===== config.mk =====
export PLATFORM = sky130hd
export DESIGN_NAME = multicycle_control
export DESIGN_NICKNAME = d
export VERILOG_FILES = /design/src/rtl/multicycle_control.sv
export SDC_FILE = /design/constraint.sdc
export NUM_CORES = 1
export LEC_CHECK = 0
export CORE_MARGIN = 2
export CORE_UTILIZATION = 35
export CTS_BUF_LIST = sky130_fd_sc_hd__clkbuf_4 sky130_fd_sc_hd__clkbuf_8
export DETAILED_ROUTE_END_ITERATION = 6
export GPL_ROUTABILITY_DRIVEN = 0
export SLEW_MARGIN = 10
export SYNTH_ARGS = -nofsm -noshare
export SYNTH_HDL_FRONTEND = slang
export SYNTH_SLANG_ARGS = --single-unit

===== constraint.sdc =====
create_clock -name clock -period 2 [get_ports clock]
set_clock_uncertainty 0.2 [all_clocks]
set_input_delay 0.2 -clock clock [delete_from_list [all_inputs] [get_ports clock]]
set_output_delay 0.2 -clock clock [all_outputs]
set_load 0.1 [all_outputs]

===== src/rtl/multicycle_control.sv =====
// Multicycle sequencing controller for a shared instruction/data memory port.
// Walks each instruction through FETCH/DECODE/EXEC/MEM/WB/BRANCH/JUMP and
// drives the per-cycle datapath enables. Memory stalls and illegal opcodes
// lead to a sticky TRAP state.
//
// Ports:
//   clock, reset (async, active low)
//   opcode        IR[31:26], sampled in DECODE
//   mem_ready     memory completes the current request
//   mem_req/mem_we/iord                  memory control
//   ir_write/pc_write/pc_write_cond/pcsrc PC and IR control
//   alusrc/aluop                          ALU control
//   regdst/memtoreg/reg_write/link        register file control
//   instr_retired  pulse on the last cycle of an instruction
//   illegal/bus_error  sticky trap causes
//   state          current state for debug
module multicycle_control #(
    parameter int unsigned TIMEOUT = 16
) (
    input  logic       clock,
    input  logic       reset,
    input  logic [5:0] opcode,
    input  logic       mem_ready,
    output logic       mem_req,
    output logic       mem_we,
    output logic       iord,
    output logic       ir_write,
    output logic       pc_write,
    output logic       pc_write_cond,
    output logic [1:0] pcsrc,
    output logic       alusrc,
    output logic [1:0] aluop,
    output logic       regdst,
    output logic       memtoreg,
    output logic       reg_write,
    output logic       link,
    output logic       instr_retired,
    output logic       illegal,
    output logic       bus_error,
    output logic [3:0] state
);

    typedef enum logic [3:0] {
        S_IDLE   = 4'd0,
        S_FETCH  = 4'd1,
        S_DECODE = 4'd2,
        S_EXEC   = 4'd3,
        S_MEM    = 4'd4,
        S_WB     = 4'd5,
        S_BRANCH = 4'd6,
        S_JUMP   = 4'd7,
        S_TRAP   = 4'd8
    } state_t;

    localparam logic [5:0] OP_R    = 6'h00;
    localparam logic [5:0] OP_J    = 6'h02;
    localparam logic [5:0] OP_JAL  = 6'h03;
    localparam logic [5:0] OP_BEQ  = 6'h04;
    localparam logic [5:0] OP_ADDI = 6'h08;
    localparam logic [5:0] OP_ORI  = 6'h0D;
    localparam logic [5:0] OP_LUI  = 6'h0F;
    localparam logic [5:0] OP_LW   = 6'h23;
    localparam logic [5:0] OP_SW   = 6'h2B;

    // Counter only needs to reach TIMEOUT-1.
    localparam int unsigned CW = (TIMEOUT > 1) ? $clog2(TIMEOUT) : 1;
    localparam int unsigned LAST = (TIMEOUT > 0) ? TIMEOUT - 1 : 0;
    localparam logic [CW-1:0] CNT_LAST = CW'(LAST);

    state_t        state_q, state_d;
    logic [5:0]    op_q, op_d;
    logic [CW-1:0] cnt_q, cnt_d;
    logic          illegal_q, illegal_d;
    logic          bus_error_q, bus_error_d;

    logic is_r, is_lw, is_sw, is_imm_add, is_imm_log, is_jal;
    logic timed_out;

    always_ff @(posedge clock or negedge reset) begin
        if (!reset) begin
            state_q     <= S_IDLE;
            op_q        <= '0;
            cnt_q       <= '0;
            illegal_q   <= 1'b0;
            bus_error_q <= 1'b0;
        end else begin
            state_q     <= state_d;
            op_q        <= op_d;
            cnt_q       <= cnt_d;
            illegal_q   <= illegal_d;
            bus_error_q <= bus_error_d;
        end
    end

    // Later states decode only the opcode latched in DECODE.
    assign is_r       = (op_q == OP_R);
    assign is_lw      = (op_q == OP_LW);
    assign is_sw      = (op_q == OP_SW);
    assign is_imm_add = (op_q == OP_ADDI);
    assign is_imm_log = (op_q == OP_ORI) || (op_q == OP_LUI);
    assign is_jal     = (op_q == OP_JAL);

    // A ready in the final allowed cycle still completes normally.
    assign timed_out = (TIMEOUT > 0) && (cnt_q == CNT_LAST) && !mem_ready;

    always_comb begin
        state_d       = state_q;
        op_d          = op_q;
        illegal_d     = illegal_q;
        bus_error_d   = bus_error_q;
        mem_req       = 1'b0;
        mem_we        = 1'b0;
        iord          = 1'b0;
        ir_write      = 1'b0;
        pc_write      = 1'b0;
        pc_write_cond = 1'b0;
        pcsrc         = 2'b00;
        alusrc        = 1'b0;
        aluop         = 2'b00;
        regdst        = 1'b0;
        memtoreg      = 1'b0;
        reg_write     = 1'b0;
        link          = 1'b0;
        instr_retired = 1'b0;

        unique case (state_q)
            S_IDLE: state_d = S_FETCH;
            S_FETCH: begin
                mem_req = 1'b1;
                if (mem_ready) begin
                    ir_write = 1'b1;
                    pc_write = 1'b1;
                    state_d  = S_DECODE;
                end else if (timed_out) begin
                    bus_error_d = 1'b1;
                    state_d     = S_TRAP;
                end
            end
            S_DECODE: begin
                op_d = opcode;
                unique case (opcode)
                    OP_R, OP_LW, OP_SW, OP_ADDI, OP_ORI, OP_LUI:
                        state_d = S_EXEC;
                    OP_BEQ:
                        state_d = S_BRANCH;
                    OP_J, OP_JAL:
                        state_d = S_JUMP;
                    default: begin
                        illegal_d = 1'b1;
                        state_d   = S_TRAP;
                    end
                endcase
            end
            S_EXEC: begin
                unique case (1'b1)
                    is_r: begin
                        alusrc = 1'b0;
                        aluop  = 2'b10;
                    end
                    is_imm_log: begin
                        alusrc = 1'b1;
                        aluop  = 2'b11;
                    end
                    default: begin
                        alusrc = 1'b1;
                        aluop  = 2'b00;
                    end
                endcase
                state_d = (is_lw || is_sw) ? S_MEM : S_WB;
            end
            S_MEM: begin
                mem_req = 1'b1;
                iord    = 1'b1;
                mem_we  = is_sw;
                if (mem_ready) begin
                    if (is_sw) begin
                        instr_retired = 1'b1;
                        state_d       = S_FETCH;
                    end else begin
                        state_d = S_WB;
                    end
                end else if (timed_out) begin
                    bus_error_d = 1'b1;
                    state_d     = S_TRAP;
                end
            end
            S_WB: begin
                reg_write     = 1'b1;
                memtoreg      = is_lw;
                regdst        = is_r;
                instr_retired = 1'b1;
                state_d       = S_FETCH;
            end
            S_BRANCH: begin
                alusrc        = 1'b0;
                aluop         = 2'b01;
                pc_write_cond = 1'b1;
                pcsrc         = 2'b01;
                instr_retired = 1'b1;
                state_d       = S_FETCH;
            end
            S_JUMP: begin
                pc_write      = 1'b1;
                pcsrc         = 2'b10;
                reg_write     = is_jal;
                link          = is_jal;
                instr_retired = 1'b1;
                state_d       = S_FETCH;
            end
            S_TRAP: state_d = S_TRAP;
            default: state_d = S_IDLE;
        endcase

        // Clear on any state change so each FETCH/MEM starts from zero.
        if (state_d != state_q) begin
            cnt_d = '0;
        end else if ((state_q == S_FETCH || state_q == S_MEM) && !mem_ready) begin
            cnt_d = cnt_q + 1'b1;
        end else begin
            cnt_d = cnt_q;
        end
    end

    assign illegal   = illegal_q;
    assign bus_error = bus_error_q;
    assign state     = state_q;

    // is_imm_add selects the same ALU setup as lw/sw in EXEC.
    logic unused_ok;
    assign unused_ok = is_imm_add;

endmodule


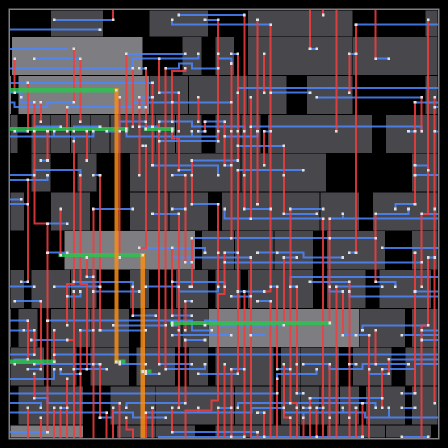
zoom.png
Window x 16 to 46, y 29 to 59 um. Cells in gray, sequential cells in the stronger gray; small squares are vias.
color	layer
green	met3
blue	met1
orange	met4
red	met2
cells with their middle in the window	76
sequential cells in the window	4
most frequent	buf_4 (18), nand2_1 (11), nor2_1 (5)
netlist names of flops here include	`op_q` (3), `state` (1)

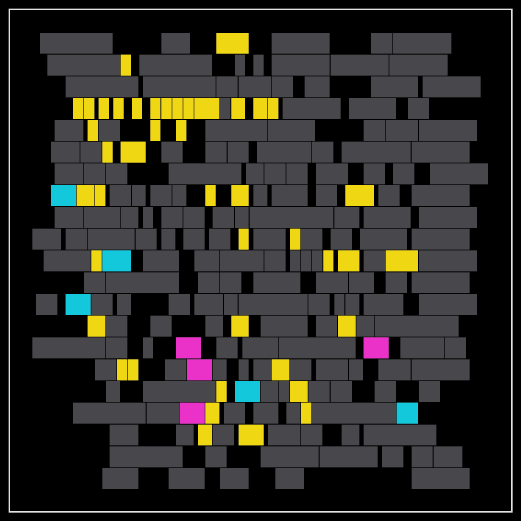
gate_families.png
(8 px per um)
color	family	cells
yellow	NAND gates	43
magenta	XOR/XNOR gates	4
cyan	AND-OR and OR-AND gates	5

==> flow_summary.yaml <==
# generated from flow reports
placement:
  post-place-ws_ps: -356
  numPortBuffers: 30
worst_setup_path:
  path_depth: 6
  start_kind: "flop"
  slowest_delay_ps: 500
  setup.worst_path.start: "state[3]$_DFF_PN0_"
  regToRegEndpoint: "cnt_q[0]$_DFFE_PN0P_"
synthesis:
  synthTopCellsByArea: "dfrtp_1, nand2_1, nor3_1, nand2b_1, o21ai_0"
  edf_count: 0
  adder_share_pct: 1.04
  yosysWarnings: 0
  logic_family: "simple AND/OR/NAND/NOR gates"
  ff_type: "dfrtp_1"
  syn_area_um2: 1200
  ys_cells: 146
  ys_types: 47
  ys_sh_xor_pct: 2.91
  avgSynthCellArea_um2: 8.24
  async_flop_share_pct: 100
  synth-seq-cells: 16
pwr:
  p_int_mw: 1.76
  power_switching_share_pct: 54.0
  p_comb_mw: 3.06
  p_per_area_nw_per_um2: 1610
  share_comb_of_total_power_pct: 79.9
sta:
  worst_slew_pin_slew_ps: 357
  setup_ws_ps: -228
  finalSetupTns_ps: -2900
  rsz0062_at_grt: "true"
  finalHoldViolCount: 0
  setup_viol: 20
global_routing:
  gr-usage-all-layers_pct: 21.9
  grt_pass1_vias: 1493
  antenna_found_initial: 0
detailed_routing:
  drc: 0
  wl_per_cell_um: 15.1
hold_path:
  hold_class: "in -> async"
status:
  violations: "setup timing"
  status: "complete, but fails checks"
floorplanning:
  die_y_um: 62.6
cts:
  clkLatencyLatePin_ps: 300
  cts.sinks: 16
  cts_buffers: 3
cells_and_area:
  comb_area_um2: 948
  layout.cells.non_filler: 271
  area_growth_pct: 97.4
run:
  warnings: 29
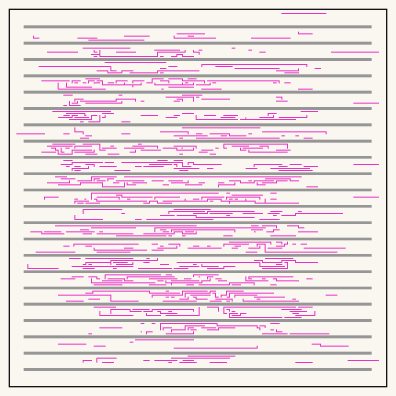
met1.png
(6 px per um) Supply wires on this layer in gray.
nets with wire on the layer	204
main direction	horizontal
longest straight run	29.4 um

cell type report:
cell class / count / area share (%)
clock buffer: 4 / 1.26
tap: 46 / 2.42
inverter: 6 / 1.26
sequential: 16 / 17.4
timing repair buffer: 80 / 37.8
multi-input combinational: 119 / 39.9
timing repair:
item,in CTS,in global routing
hold buffers,0,0
endpoints found under the setup margin,20,21
pin swaps,10,10
setup buffers,10,3
gates resized,15,8
per-layer routing:
layer  GRT usage [%]  vias to the layer above  routed length [um]
met1            28.3                      695                1740
li1                -                      693                   -
met5               0                        -                   0
met3            3.42                        5                 171
met2            37.0                       38                2150
met4            8.06                        0                  40
sequential cells by signal, summed over array words and instances (netlist names):
| register | count |
|---|---|
| bus_error | 1 |
| cnt_q | 4 |
| illegal | 1 |
| op_q | 6 |
| state | 4 |
No activity file was given, so power comes from the tool's default toggle rates.
